==> config.mk <==
export PLATFORM = sky130hd
export DESIGN_NAME = main_fsm_gen
export DESIGN_NICKNAME = d
export VERILOG_FILES = /design/src/rtl/main_fsm_gen.sv
export SDC_FILE = /design/constraint.sdc
export NUM_CORES = 1
export LEC_CHECK = 0
export CAP_MARGIN = 20
export CORE_ASPECT_RATIO = 0.8
export CORE_UTILIZATION = 35
export DETAILED_ROUTE_END_ITERATION = 12
export SYNTH_ARGS = -nofsm -noshare
export SYNTH_HDL_FRONTEND = slang
export SYNTH_SLANG_ARGS = --single-unit
==> constraint.sdc <==
create_clock -name clk -period 4 [get_ports clk]
set_input_delay 0.8 -clock clk [delete_from_list [all_inputs] [get_ports clk]]
set_output_delay 0.8 -clock clk [all_outputs]
set_load 0.03 [all_outputs]
Figure 1. Floorplan with the power grid (run 1).
The bar under the picture is 20 µm long. Pins as bars on the die edge. Tap cells in grey.
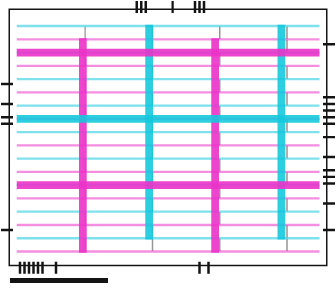
magenta -> VSS
cyan -> VDD
met1 rails = 18
met4 straps = 4
die outline width: 64.8 µm
maximum vdd ir drop: 0.172 mV

Figure 2. Placed cells, one colour a class (run 1).
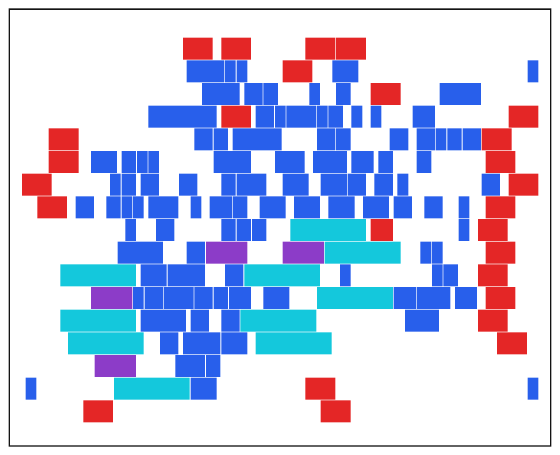
red -> remaining buffers and delay cells  # cells 26
cyan -> sequential cells  # cells 10
blue -> remaining logic cells  # cells 105
purple -> clock drivers and dummy loads  # cells 4
area of the placeable core: 2870 µm²
number of placement rows: 17
finished layout cell area: 1340 µm²
Layout Utilization: 0.465

Figure 3. Clock network drawn from the DEF (run 1).
The bar under the picture is 20 µm long.
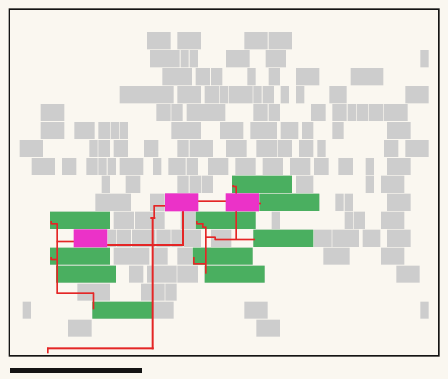
magenta -> clock-net drivers  # count 3
red -> clock wires  # length 131 µm
green -> flip-flops  # count 10
routed clock nets = 4
share of power burned in the clock network: 0.498
insertion delay at the late pin of the worst-skew pair: 230 ps
clock distribution power: 122 µW
Fin Clk Skew: 1.70 ps

Figure 4. Signal wires by layer (run 1).
The bar under the picture is 20 µm long. Two of the layers only.
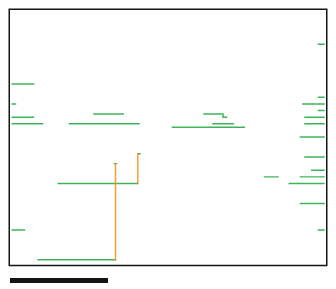
green -> M3  # wire length 143 µm
orange -> M4  # wire length 25.8 µm
WL final: 2440 µm
vias: 973
All-Layer GR Usage: 0.157
routed wire length per instance: 13.3 µm

==> flow_summary.rst, run 1 <==
Metrics
=======

.. list-table::
   :header-rows: 1

   * - Metric
     - Value
   * - Outcome
     - complete, no violations
   * - Number of buffers inserted for hold repair after clock tree synthesis
     - 0
   * - Most frequently used flop master after synthesis
     - sky130_fd_sc_hd__dfrtp_1
   * - Sequential fraction of design power
     - 0.415
   * - Wire length of the first global-routing pass
     - approximately 4000 µm
   * - Mapped Cells
     - between 100 and 150
   * - WP depth
     - 3
   * - Pins over their slew limit
     - 0
   * - Inverters
     - 8
   * - Internal Pwr Total
     - between 150 and 200 µW
   * - # Taps
     - 38
   * - Cell at the root of the clock tree
     - sky130_fd_sc_hd__clkbuf_8
   * - Tally of OpenROAD warnings
     - 33
   * - Routed length on met3
     - approximately 140 µm
   * - Group with the largest share of power
     - clock
   * - Simple Share, Synth
     - 0.301
   * - Area of the mapped netlist
     - between 1000 and 1500 µm²
   * - Post-cts repair resize count
     - 0
   * - Power of the combinational group
     - roughly 21 µW
   * - Fraction of synthesized area in multiplexers
     - 0.0385
   * - Worst Path Class, Setup
     - in2out
   * - Sort of element at the start of the critical path
     - primary input
   * - Minimum setup slack in the final design
     - 837 ps
   * - Top cell family by delay on the critical path
     - buffers and inverters
   * - Delay of the slowest cell on the worst path
     - roughly 670 ps
   * - Most frequent logic cell in the layout
     - sky130_fd_sc_hd__clkdlybuf4s50_1
   * - Register Area
     - 250 µm²
   * - Antenna violations before repair
     - 0
   * - Type of element capturing the critical path
     - primary output
   * - Proportion of cell area spent on the clock network
     - 0.0412
   * - Floorplan Utilization
     - 0.385
   * - Achievable clock frequency
     - 316 MHz
   * - Number of input and output port buffers inserted
     - 25
   * - Post-synthesis xor/xnor area fraction
     - 0.0396
   * - Top cell area share
     - 0.227
   * - Setup repair bufs after CTS
     - 0
   * - Pin count of the biggest net entering global routing
     - 20
   * - Top logic cells by instance count in the layout
     - sky130_fd_sc_hd__clkdlybuf4s50_1, sky130_fd_sc_hd__nor2_1, sky130_fd_sc_hd__nor3_1, sky130_fd_sc_hd__dfrtp_1, sky130_fd_sc_hd__inv_1
   * - Least-Margin Pin Slew
     - approximately 600 ps
   * - M2 GR Usage
     - 0.238
   * - Num sequential
     - 10
   * - Cell-by-cell listing of the critical path
     - clkdlybuf4s50_1, and3_1, clkdlybuf4s50_1
   * - Synthesis-to-finish area growth
     - 21.0%
==> run 1 -> run 2 <==
--- a/config.mk
+++ b/config.mk
@@ -9,6 +9,7 @@
 export CORE_ASPECT_RATIO = 0.8
 export CORE_UTILIZATION = 35
 export DETAILED_ROUTE_END_ITERATION = 12
+export PLACE_DENSITY = 0.65
 export SYNTH_ARGS = -nofsm -noshare
 export SYNTH_HDL_FRONTEND = slang
 export SYNTH_SLANG_ARGS = --single-unit
==> constraint.sdc (replaced) <==
create_clock -name clk -period 2.7 [get_ports clk]
set_input_delay 0.54 -clock clk [delete_from_list [all_inputs] [get_ports clk]]
set_output_delay 0.54 -clock clk [all_outputs]
set_load 0.03 [all_outputs]
==> flow_summary.rst, run 2 <==
Metrics
=======

.. list-table::
   :header-rows: 1

   * - Metric
     - Value
   * - CP required
     - roughly 2200 ps
   * - Group with the largest share of power
     - clock
   * - Number of placement rows
     - 17 (unchanged)
   * - Routed length on met3
     - 210 µm (+47%)
   * - Post-synthesis xor/xnor area fraction
     - 0.0396 (unchanged)
   * - Post-route met1 wirelength
     - roughly 1200 µm
   * - Residual DRC
     - 0
   * - Achievable clock frequency
     - just under 400 MHz
   * - Fraction of synthesized area in multiplexers
     - 0.0385 (unchanged)
   * - Mapped Cells
     - 127 (unchanged)
   * - Detailed Routing Iterations Pass 1
     - 4
   * - Cell-by-cell listing of the critical path
     - buf_4, nor2b_1, and2_1, o21a_1, clkdlybuf4s50_1
   * - M2 GR Usage
     - 0.264 (+0.0260)
   * - Power density over cell area
     - 269 nW/µm²
   * - Internal Pwr Total
     - 294 µW (+49%)
   * - Minimum setup slack in the final design
     - 102 ps (-735 ps)
   * - Top cell area share
     - 0.227 (unchanged)
   * - Worst hold slack across all endpoints
     - between 500 and 600 ps
   * - Post-cts repair resize count
     - 0 (unchanged)
   * - Top logic cells by instance count in the layout
     - sky130_fd_sc_hd__clkdlybuf4s50_1, sky130_fd_sc_hd__nor2_1, sky130_fd_sc_hd__nor3_1, sky130_fd_sc_hd__dfrtp_1, sky130_fd_sc_hd__inv_1
   * - Floorplan Utilization
     - 0.385 (unchanged)
   * - Insertion delay at the late pin of the worst-skew pair
     - 240 ps (about the same)
   * - Num sequential
     - 10 (unchanged)
   * - Sequential fraction of design power
     - 0.408 (-0.007)
   * - Top cell family by delay on the critical path
     - buffers and inverters
   * - Pins over their slew limit
     - 0 (unchanged)
   * - Wire length of the first global-routing pass
     - 4280 µm (+7.1%)
   * - Area of the placeable core
     - 2870 µm² (unchanged)
   * - Post-detailed-placement cell area
     - ~1300 µm²
   * - Outcome
     - complete, no violations
   * - Most frequently used flop master after synthesis
     - sky130_fd_sc_hd__dfrtp_1
   * - Type of element capturing the critical path
     - primary output
   * - Layout Utilization
     - 0.477 (+0.0113)
   * - Inverters
     - 8 (unchanged)
   * - Post-layout minimum cycle time
     - between 2000 and 3000 ps
   * - Worst Path Class, Setup
     - reg2out
   * - Finished layout cell area
     - 1370 µm² (+2.4%)
   * - Proportion of cell area spent on the clock network
     - 0.0402 (-0.000979)
   * - Least-Margin Pin Slew
     - 634 ps (+30.3 ps)
   * - Pin count of the biggest net entering global routing
     - 20 (unchanged)
   * - Cell at the root of the clock tree
     - sky130_fd_sc_hd__clkbuf_8
   * - Antenna violations before repair
     - 0 (unchanged)
   * - Number of input and output port buffers inserted
     - 25 (unchanged)
   * - Maximum vdd ir drop
     - 0.302 mV (+75%)
   * - Most frequent logic cell in the layout
     - sky130_fd_sc_hd__clkdlybuf4s50_1
   * - Register Area
     - 250 µm² (unchanged)
   * - Sort of element at the start of the critical path
     - flop
   * - Die outline width
     - 64.8 µm (unchanged)
   * - WP depth
     - 5 (+2)
   * - Count of placed standard cells including taps
     - between 150 and 200
Figure 5. Signal wires by layer (run 2).
The bar under the picture is 20 µm long. Two of the layers only.
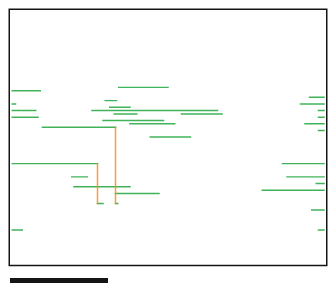
green -> M3  # wire length 211 µm
orange -> M4  # wire length 23.8 µm
vias: 1010
WL final: 2520 µm
All-Layer GR Usage: 0.170

Figure 6. Clock network drawn from the DEF (run 2).
The bar under the picture is 20 µm long.
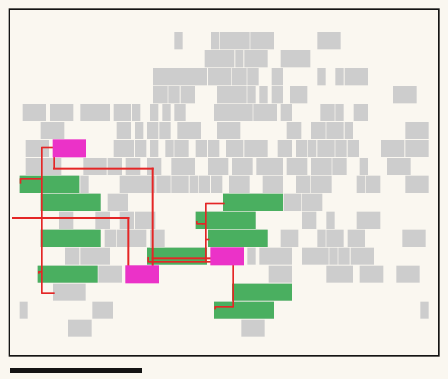
magenta -> clock-net drivers  # count 3
green -> flip-flops  # count 10
red -> clock wires  # length 143 µm
routed clock nets = 4
share of power burned in the clock network: 0.504
clock distribution power: 186 µW
Fin Clk Skew: 1.24 ps

Power is estimated from default activity; no workload was simulated.
